**Run 1: wiring by layer**

Drawn at 6 px/um. Only two layers are drawn.
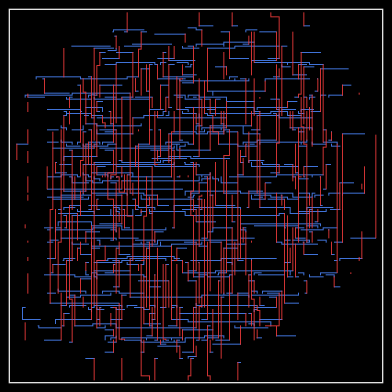
**Run 1: placed standard cells**

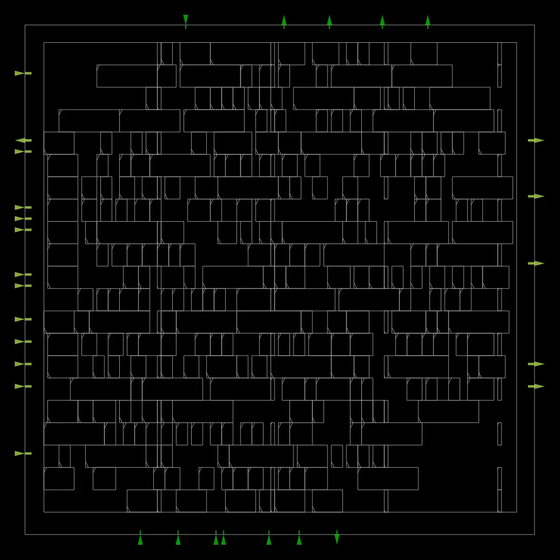
**Run 1: placed cells, one color a class**

Drawn at 4 px/um.
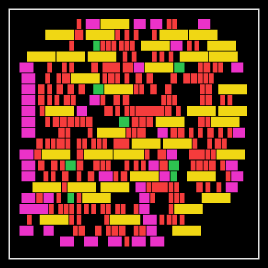
**src/rtl/bit_serial_add_ctrl.sv**
```systemverilog
// bit_serial_add_ctrl
//   Shares one 1-bit full-adder cell across a WIDTH-bit add (or subtract when
//   built with BSA_SUB_EN). Operands are captured on an accepted start. The
//   block then feeds one bit pair per clock, LSB first, and keeps the carry
//   in a register between bits.
//
// Build option: BSA_SUB_EN adds the sub input, which selects A-B.
//
// Ports
//   clk     rising-edge clock
//   rst     synchronous active-high reset
//   start   request, sampled only in IDLE
//   op_a    operand A, captured on accepted start
//   op_b    operand B, captured on accepted start
//   sub     (BSA_SUB_EN only) 1 = A-B, captured on accepted start
//   busy    high for the WIDTH RUN cycles of a transaction
//   done    one-cycle pulse; result/cout valid
//   result  sum or difference, held until the next completion
//   cout    carry out of the MSB (for sub: 1 = no borrow)
//
// state | meaning
// IDLE  | waiting for start
// RUN   | one bit pair through the cell per clock
// DONE  | done pulse, then back to IDLE

module bsa_fa_cell (
  input  logic a,
  input  logic b,
  input  logic ci,
  output logic s,
  output logic co
);
  assign s  = a ^ b ^ ci;
  assign co = (a & b) | (a & ci) | (b & ci);
endmodule

module bit_serial_add_ctrl #(
  parameter int WIDTH = 8
) (
  input  logic             clk,
  input  logic             rst,
  input  logic             start,
  input  logic [WIDTH-1:0] op_a,
  input  logic [WIDTH-1:0] op_b,
`ifdef BSA_SUB_EN
  input  logic             sub,
`endif
  output logic             busy,
  output logic             done,
  output logic [WIDTH-1:0] result,
  output logic             cout
);

  localparam int CW = $clog2(WIDTH) + 1;
  localparam logic [CW-1:0] LAST = CW'(WIDTH - 1);

  localparam logic [1:0] ST_IDLE = 2'd0;
  localparam logic [1:0] ST_RUN  = 2'd1;
  localparam logic [1:0] ST_DONE = 2'd2;

  logic [1:0]       state;
  logic [WIDTH-1:0] a_sh;
  logic [WIDTH-1:0] b_sh;
  logic [WIDTH-1:0] result_sh;
  logic             carry;
  logic [CW-1:0]    cnt;

  logic             cell_s;
  logic             cell_co;
  logic [WIDTH-1:0] result_nxt;
  logic [WIDTH:0]   result_cat;

  bsa_fa_cell u_cell (
    .a  (a_sh[0]),
    .b  (b_sh[0]),
    .ci (carry),
    .s  (cell_s),
    .co (cell_co)
  );

  // Prepending the new sum bit and dropping the LSB also works for WIDTH=1.
  assign result_cat = {cell_s, result_sh};
  assign result_nxt = result_cat[WIDTH:1];

  logic [WIDTH-1:0] b_load;
  logic             carry_load;
`ifdef BSA_SUB_EN
  // Two's complement subtract: invert B and preset the carry-in.
  assign b_load     = sub ? ~op_b : op_b;
  assign carry_load = sub;
`else
  assign b_load     = op_b;
  assign carry_load = 1'b0;
`endif

  always_ff @(posedge clk) begin
    if (rst) begin
      state     <= ST_IDLE;
      a_sh      <= '0;
      b_sh      <= '0;
      result_sh <= '0;
      carry     <= 1'b0;
      cnt       <= '0;
      result    <= '0;
      cout      <= 1'b0;
    end else begin
      case (state)
        ST_IDLE: begin
          if (start) begin
            state <= ST_RUN;
            a_sh  <= op_a;
            b_sh  <= b_load;
            carry <= carry_load;
            cnt   <= '0;
          end
        end
        ST_RUN: begin
          a_sh      <= a_sh >> 1;
          b_sh      <= b_sh >> 1;
          result_sh <= result_nxt;
          carry     <= cell_co;
          cnt       <= cnt + 1'b1;
          if (cnt == LAST) begin
            state  <= ST_DONE;
            result <= result_nxt;
            cout   <= cell_co;
          end
        end
        ST_DONE: state <= ST_IDLE;
        default: state <= ST_IDLE;
      endcase
    end
  end

  assign busy = (state == ST_RUN);
  assign done = (state == ST_DONE);

endmodule
```
**config.mk**
```make
export PLATFORM = sky130hd
export DESIGN_NAME = bit_serial_add_ctrl
export DESIGN_NICKNAME = d
export VERILOG_FILES = /design/src/rtl/bit_serial_add_ctrl.sv
export SDC_FILE = /design/constraint.sdc
export NUM_CORES = 1
export LEC_CHECK = 0
export ABC_AREA = 1
export CORE_MARGIN = 2
export CORE_UTILIZATION = 51
export DETAILED_ROUTE_END_ITERATION = 7
export GPL_ROUTABILITY_DRIVEN = 0
export PLACE_DENSITY = 0.77
export SLEW_MARGIN = 5
export SYNTH_ARGS = -nofsm -noshare
export SYNTH_HDL_FRONTEND = slang
export SYNTH_HIERARCHICAL = 1
export SYNTH_SLANG_ARGS = --single-unit
```
**constraint.sdc**
```tcl
create_clock -name clk -period 1.4 [get_ports clk]
set_input_delay 0.14 -clock clk [delete_from_list [all_inputs] [get_ports clk]]
set_output_delay 0.14 -clock clk [all_outputs]
set_load 0.02 [all_outputs]
```
==> run_results.csv, run 1 <==
group,metric,value,unit
run_status,status,"complete, no violations",
clock_tree,cts.repair.resized,13,
synth,fp_nets,269,
timing,worst_slew_pin_slew,268.6,ps
synth,synth_seq_share,45.55,%
placement,dp_slack,79.95,ps
flow_run,warning_count,26,
clock_tree,cts_tree,"done",
drt,routed_via_density,4.754,
clock_tree,clkTransAtPathRegs,120,ps
synth,ys_cells,248,
synth,syn_area,1714,um2
worst_setup_path,regToRegEndpoint,"result[3]",
timing,min_period_over_period,95.65,%
finish,area_growth_syn_to_layout,26.28,%
worst_setup_path,path_delay_family,"flip-flops",
floorplan,fp.dieW,61.98,um
finish,regArea,783.3,um2
drt,drt_wl_total,3577,um
timing,finalHoldViolations,0,
synth,syn_avg_cell_area,6.912,um2
worst_hold_path,hp-class,"in2reg",
worst_setup_path,cp-startpoint,"state[0]",
finish,antenna_cells,0,
finish,num-clock-buffers,5,
placement,place_hpwl,2575,um
power_and_ir_drop,leakage,1.007,nW
grt,track_usage,21.35,%
synth,synthFlopType,"dfxtp_1",
worst_setup_path,r2r.worst_path.cells,6,
power_and_ir_drop,p_int,1.524,mW
drt,drcViolationCount,0,
power_and_ir_drop,comb_power_share,17.6,%
synth,yosysWarnings,6,
worst_setup_path,arrival,1200,ps
timing,hold_slack,355.6,ps
worst_setup_path,worstSetupStartpointType,"register",
finish,comb_share,35.38,%
worst_setup_path,crit_end,"busy",
finish,clockNetworkAreaShare,2.428,%
grt,busiest_layer,"met2",
power_and_ir_drop,p_seq_share,56.5,%
synth,synth_cells,248,
worst_setup_path,crit_slowest_cell,"dfxtp_2",
power_and_ir_drop,comb_power,0.375,mW
timing,setup_violations,0,
floorplan,die_y,61.98,um
finish,fillers,306,
flow_run,maxCapViolations,0,
finish,comb.multi_input.count,168,
power_and_ir_drop,pg_seq,1.21,mW
drt,via_count,1583,
clock_tree,numCtsBuffers,5,
drt,final_antenna_net_count,0,
grt,gr-total-overflow,0,
placement,place_area,2121,um2
grt,grt_pass1_vias,1417,
clock_tree,cts_hold_buf,0,
synth,async_reset_ff_share,0,%
clock_tree,post-cts-setup-buffers,0,
synth,synth_cell_types,22,
worst_setup_path,critPathCaptureType,"output pin",
power_and_ir_drop,pwr_density_cell,986.6,nW/um2
finish,reg_top3,"a_sh: 8 flops, b_sh: 8 flops, result: 8 flops",
finish,nNonClkBuffers,43,
clock_tree,clockBufferDepth,2,
finish,largestClassByArea,"registers",
grt,grt_pass1_wl,5975,um
worst_setup_path,regToRegStartpoint,"cnt[0]",
power_and_ir_drop,maxPowerGroup,"registers",
clock_tree,cts_root_buf,"clkbuf_4",
clock_tree,htreeDepth,2,
drt,firstDrtPassIters,4,
grt,gr-usage-met2,37.95,%
drt,detail_route.wl_per_cell,10.74,um
synth,yosys_area,1714,um2
-- 'wiring by layer' (at the start) --
blue -> M1  # wire length 1640 um
red -> M2  # wire length 1760 um

-- 'placed standard cells' (at the start) --
Post-Layout Cell Count: 333
Cell Rows: 21
Well Taps: 46
Seq cells: 39

-- 'placed cells, one color a class' (at the start) --
yellow -> registers  # cells 39, share of their area 37%
red -> remaining logic cells  # cells 197, share of their area 42%
magenta -> remaining buffers and delay cells  # cells 43, share of their area 19%
green -> clock drivers and dummy loads  # cells 8, share of their area 2.5%

run 1: synth_stat cells (2+ instances only):
master	instances	share of area, %
buf_1	2	0.44
dfxtp_1	39	46
nand2_2	2	0.73
nand3_1	32	9.3
inv_2	3	0.66
o22ai_1	3	1.1
nor2_1	43	9.4
nand2_1	59	13
inv_1	26	5.7
buf_2	8	2.3
nor2_2	2	0.73
nor2_4	2	1.3
a21oi_1	9	2.6
o21ai_0	2	0.58
o21ai_1	9	2.6
run 1: metal layers:
metal  share of wire (%)  wire, um
met1                  46      1639
met2                  49      1757
met3                 3.7       134
met5                   0         0
met4                 1.2        44
run 1: cells by family after synthesis:
| family | synth area share, % |
|---|---|
| simple gates | 35.84 |
| buf+inv | 9.781 |
| flops | 45.55 |
| compound gates | 6.934 |
| fa+ha+maj | 1.898 |
**Run 1: register map, names as in the netlist**

Drawn at 10 px/um.
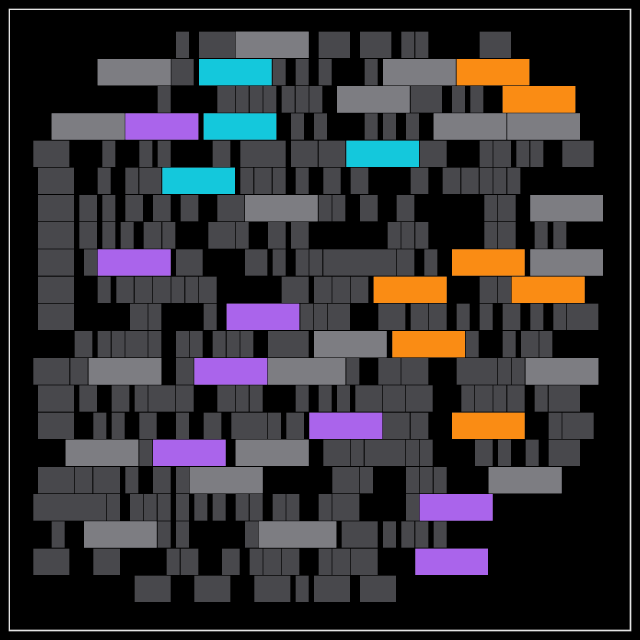

==> inputs of run 2 (changes only) <==
Settings changed: ABC_AREA 1 to 0, CORE_MARGIN 2 to 1, CORE_UTILIZATION 51 to 52, PLACE_DENSITY 0.77 to 0.79.
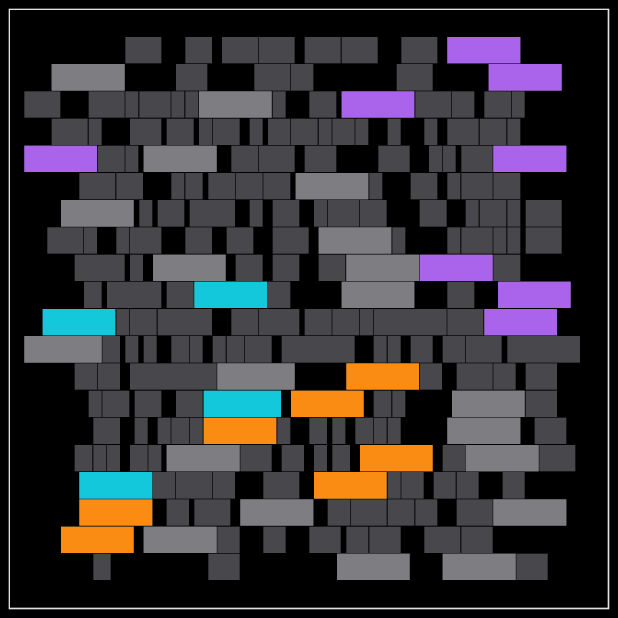
**Above:** run 2 (register map, names as in the netlist).
Drawn at 10 px/um.
orange -> result_sh  # sequential cells 7
cyan -> cnt  # sequential cells 4, where middle left
purple -> b_sh  # sequential cells 8

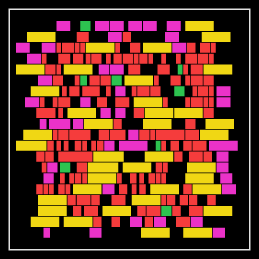
**Above:** run 2 (placed cells, one color a class).
Drawn at 4 px/um.
green -> clock drivers and dummy loads  # cells 8, share of their area 2.4%
yellow -> registers  # cells 39, share of their area 37%
red -> remaining logic cells  # cells 136, share of their area 41%
magenta -> remaining buffers and delay cells  # cells 42, share of their area 19%

==> run_results.csv, run 2 <==
group,metric,value,unit
run_status,status,"complete, no violations",
floorplan,num_rows,20,
worst_setup_path,regToRegStartpoint,"state[0]",
drt,via_count,1436,
synth,fp_nets,211,
clock_tree,cts_tree,"done",
grt,track_usage,22.27,%
finish,clockNetworkAreaShare,2.326,%
synth,synthTopCellsByCount,"39 x dfxtp_1, 32 x nor2_1, 19 x nand2b_1",
synth,yosys_area,1735,um2
finish,regArea,784.5,um2
grt,grt_pass1_vias,1336,
finish,comb_share,39.42,%
power_and_ir_drop,p_seq_share,58.8,%
worst_setup_path,crit_end,"a_sh[5]",
drt,wl_met2,1641,um
worst_setup_path,path_delay_family,"buffers and inverters",
grt,grt_pass1_wl,5899,um
timing,finalHoldViolations,0,
finish,area_growth_syn_to_layout,24.01,%
clock_tree,cts_hold_buf,0,
power_and_ir_drop,pwr_density_cell,941.3,nW/um2
finish,antenna_cells,0,
power_and_ir_drop,leakage,0.8492,nW
flow_run,warning_count,26,
synth,ys_cells,190,
clock_tree,numCtsBuffers,5,
worst_setup_path,r2r.worst_path.cells,4,
synth,syn_avg_cell_area,9.134,um2
drt,top_layer,"met4",
grt,gr-usage-met2,34.92,%
clock_tree,cts.repair.resized,16,
drt,drcViolationCount,0,
finish,largestClassByArea,"multi-input combinational cells",
finish,num-clock-buffers,7,
clock_tree,cts_root_buf,"clkbuf_4",
clock_tree,htreeDepth,2,
power_and_ir_drop,pg_seq,1.19,mW
floorplan,die_y,59.77,um
synth,synth_cell_types,29,
drt,firstDrtPassIters,4,
grt,gr-total-overflow,0,
worst_hold_path,hp-class,"in2reg",
clock_tree,clkTransAtPathRegs,110,ps
finish,reg_top3,"a_sh: 8 flops, b_sh: 8 flops, result: 8 flops",
power_and_ir_drop,p_int,1.503,mW
synth,synth_seq_share,44.99,%
worst_setup_path,regToRegEndpoint,"a_sh[5]",
drt,routed_via_density,5.338,
synth,ys_top_logic_family,"simple AND/OR/NAND/NOR gates",
worst_setup_path,arrival,1530,ps
clock_tree,numClockSinks,39,
drt,detail_route.wl_per_cell,12.84,um
synth,synth-xor-area-share,0,%
synth,synth_cells,190,
synth,ys_sh_mux,5.191,%
timing,worst_slew_pin_slew,283.9,ps
synth,synth_top_area_share,44.99,%
floorplan,tap_cells,44,
synth,yosys.area.top_type,"dfxtp_1",
clock_tree,clockBufferDepth,2,
synth,synth.most_common_cell,"dfxtp_1",
grt,busiest_layer,"met2",
finish,fillers,266,
power_and_ir_drop,comb_power,0.283,mW
flow_run,maxCapViolations,0,
synth,async_reset_ff_share,0,%
clock_tree,post-cts-setup-buffers,1,
synth,simple_gate_area_share,22.78,%
worst_setup_path,critPathCaptureType,"register",
worst_setup_path,worstSetupStartpointType,"register",
timing,setup_violations,0,
placement,place_hpwl,2456,um
worst_setup_path,cp-startpoint,"state[0]",
worst_setup_path,criticalPathCategory,"reg2reg",
timing,hold_slack,412.7,ps
synth,synthFlopType,"dfxtp_1",
synth,synthAdderAreaFrac,1.875,%
synth,synthTopCellsByArea,"dfxtp_1 45%, nor2_1 6.9%, nand2b_1 6.8%",
finish,comb.multi_input.count,133,
finish,nNonClkBuffers,42,
power_and_ir_drop,comb_power_share,14.0,%
drt,drt_wl_total,3455,um
## run 2: cell count changes in the layout (fill, tap and decap cells not counted), moves of 3 or more
cell | before | now
nand2b_1 | 0 | 19
nand3_1 | 32 | 2
a22oi_1 | 0 | 4
nand2_1 | 59 | 17
buf_4 | 13 | 10
o21ai_1 | 9 | 0
mux2i_1 | 0 | 9
inv_2 | 3 | 0
o2bb2ai_1 | 0 | 11
inv_1 | 26 | 2
a211oi_1 | 0 | 14
nor2_1 | 43 | 32
## run 2: metrics by stage
stage	power (mW)	cells	utilization, %	worst slack, ps
detailed placement	1.493	260	67.06	-65.16
floorplan	1.390	190	-	176.4
CTS	2.046	269	69.15	9.091
finish	2.026	269	69.35	105.0
global route	2.145	269	69.35	0.4740
global placement	1.482	260	67.06	45.67
==> inputs of run 3 (changes only) <==
Settings changed: HOLD_SLACK_MARGIN set to 0.06.
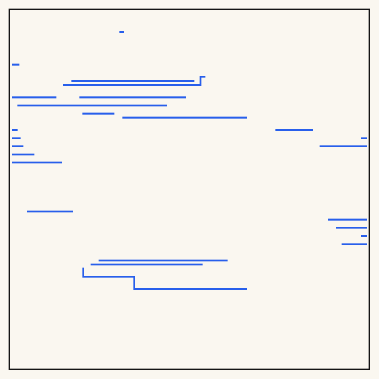
**Above:** run 3 (M3 wires).
Drawn at 6 px/um.
nets with wire on the layer = 21
share of all routed wire = 7.0%

==> run_results.csv, run 3 <==
group,metric,value,unit
run_status,status,"complete, no violations",
worst_setup_path,regToRegEndpoint,"a_sh[5]",
synth,ys_cells,190,
timing,finalHoldViolations,0,
finish,comb.multi_input.count,133,
timing,setup_slack,105.0,ps
worst_setup_path,criticalPathCategory,"reg2reg",
grt,grt_pass1_vias,1336,
worst_hold_path,hold_path_depth,3,
power_and_ir_drop,comb_power,0.283,mW
synth,synth_seq_share,44.99,%
clock_tree,cts_root_buf,"clkbuf_4",
timing,setup_violations,0,
finish,final_cells,269,
synth,ys_top_logic_family,"simple AND/OR/NAND/NOR gates",
worst_setup_path,arrival,1530,ps
finish,area_growth_syn_to_layout,24.01,%
synth,synthFlopType,"dfxtp_1",
worst_setup_path,cp-startpoint,"state[0]",
synth,yosys_area,1735,um2
finish,signal_buffer_area_fraction,18.55,%
timing,worst_slew_pin_slew,283.9,ps
flow_run,maxCapViolations,0,
timing,hold_slack,412.7,ps
synth,synth.most_common_cell,"dfxtp_1",
worst_setup_path,regToRegStartpoint,"state[0]",
drt,via_count,1436,
finish,post-route-util,69.35,%
clock_tree,cts.repair.resized,16,
synth,ys_sh_mux,5.191,%
worst_setup_path,worstSetupStartpointType,"register",
clock_tree,numCtsBuffers,5,
drt,drcViolationCount,0,
synth,synth_top_area_share,44.99,%
finish,fillers,266,
worst_setup_path,path_max_fanout,15,
finish,regArea,784.5,um2
finish,comb_share,39.42,%
clock_tree,clkTransAtPathRegs,110,ps
power_and_ir_drop,pwr_density_cell,941.3,nW/um2
clock_tree,cts_tree,"done",
placement,place_hpwl,2456,um
clock_tree,post-cts-setup-buffers,1,
synth,synthTopCellsByCount,"39 x dfxtp_1, 32 x nor2_1, 19 x nand2b_1",
floorplan,die_y,59.77,um
worst_setup_path,critPathCaptureType,"register",
synth,synthAdderAreaFrac,1.875,%
synth,synth-xor-area-share,0,%
synth,synth_cell_types,29,
finish,reg_top3,"a_sh: 8 flops, b_sh: 8 flops, result: 8 flops",
clock_tree,numClockSinks,39,
finish,antenna_cells,0,
synth,simple_gate_area_share,22.78,%
power_and_ir_drop,ir_worst_vdd,554.4,uV
worst_hold_path,hp-class,"in2reg",
finish,num-clock-buffers,7,
finish,largestClassByArea,"multi-input combinational cells",
placement,placed_cells,260,
floorplan,tap_cells,44,
synth,fp_nets,211,
drt,detail_route.wl_per_cell,12.84,um
worst_setup_path,path_delay_family,"buffers and inverters",
synth,syn_avg_cell_area,9.134,um2
power_and_ir_drop,p_int,1.503,mW
clock_tree,cts_hold_buf,0,
grt,grt_pass1_wl,5899,um
worst_setup_path,crit_end,"a_sh[5]",
synth,synthTopCellsByArea,"dfxtp_1 45%, nor2_1 6.9%, nand2b_1 6.8%",
synth,synth_cells,190,
finish,nNonClkBuffers,42,
drt,drt_wl_total,3455,um
grt,gr-total-overflow,0,
power_and_ir_drop,finalPower,2.026,mW
clock_tree,htreeDepth,2,
drt,routed_via_density,5.338,
worst_setup_path,r2r.worst_path.cells,4,
drt,firstDrtPassIters,4,
placement,dp_slack,-65.16,ps
finish,clockNetworkAreaShare,2.326,%
synth,yosys.area.top_type,"dfxtp_1",
power_and_ir_drop,leakage,0.8492,nW
floorplan,num_rows,20,
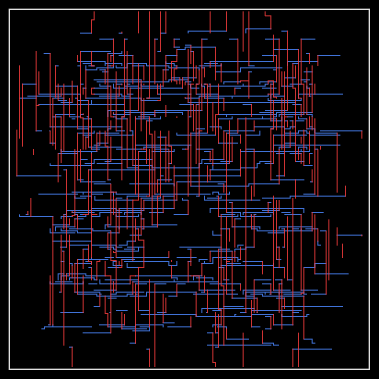
**Above:** run 3 (wiring by layer).
Drawn at 6 px/um. Only two layers are drawn.
red -> M2  # wire length 1640 um
blue -> M1  # wire length 1550 um

## run 3: cell counts after synthesis
Identical to the previous run, type by type.
## run 3: per-layer routing
| metal | GRT usage, % | share of wire, % | routed length [um] | vias to the layer above |
|---|---|---|---|---|
| met5 | 0 | 0 | 0 | - |
| met4 | 7.309 | 0.61 | 21 | 0 |
| met3 | 8.225 | 7.0 | 243 | 4 |
| met2 | 34.92 | 47 | 1641 | 41 |
| met1 | 28.24 | 45 | 1548 | 669 |
| li1 | - | - | - | 722 |
## run 3: logic make-up (layout without fill, tap and decap cells)
kind of cell,count (synthesis),in the layout
flip-flops,39,39
AND/OR/NAND/NOR,78,78
AND-OR/OR-AND,44,44
adder cells (fa/ha/maj),2,2
buffers and inverters,18,53
multiplexers,9,9
Power is estimated from default activity; no workload was simulated.
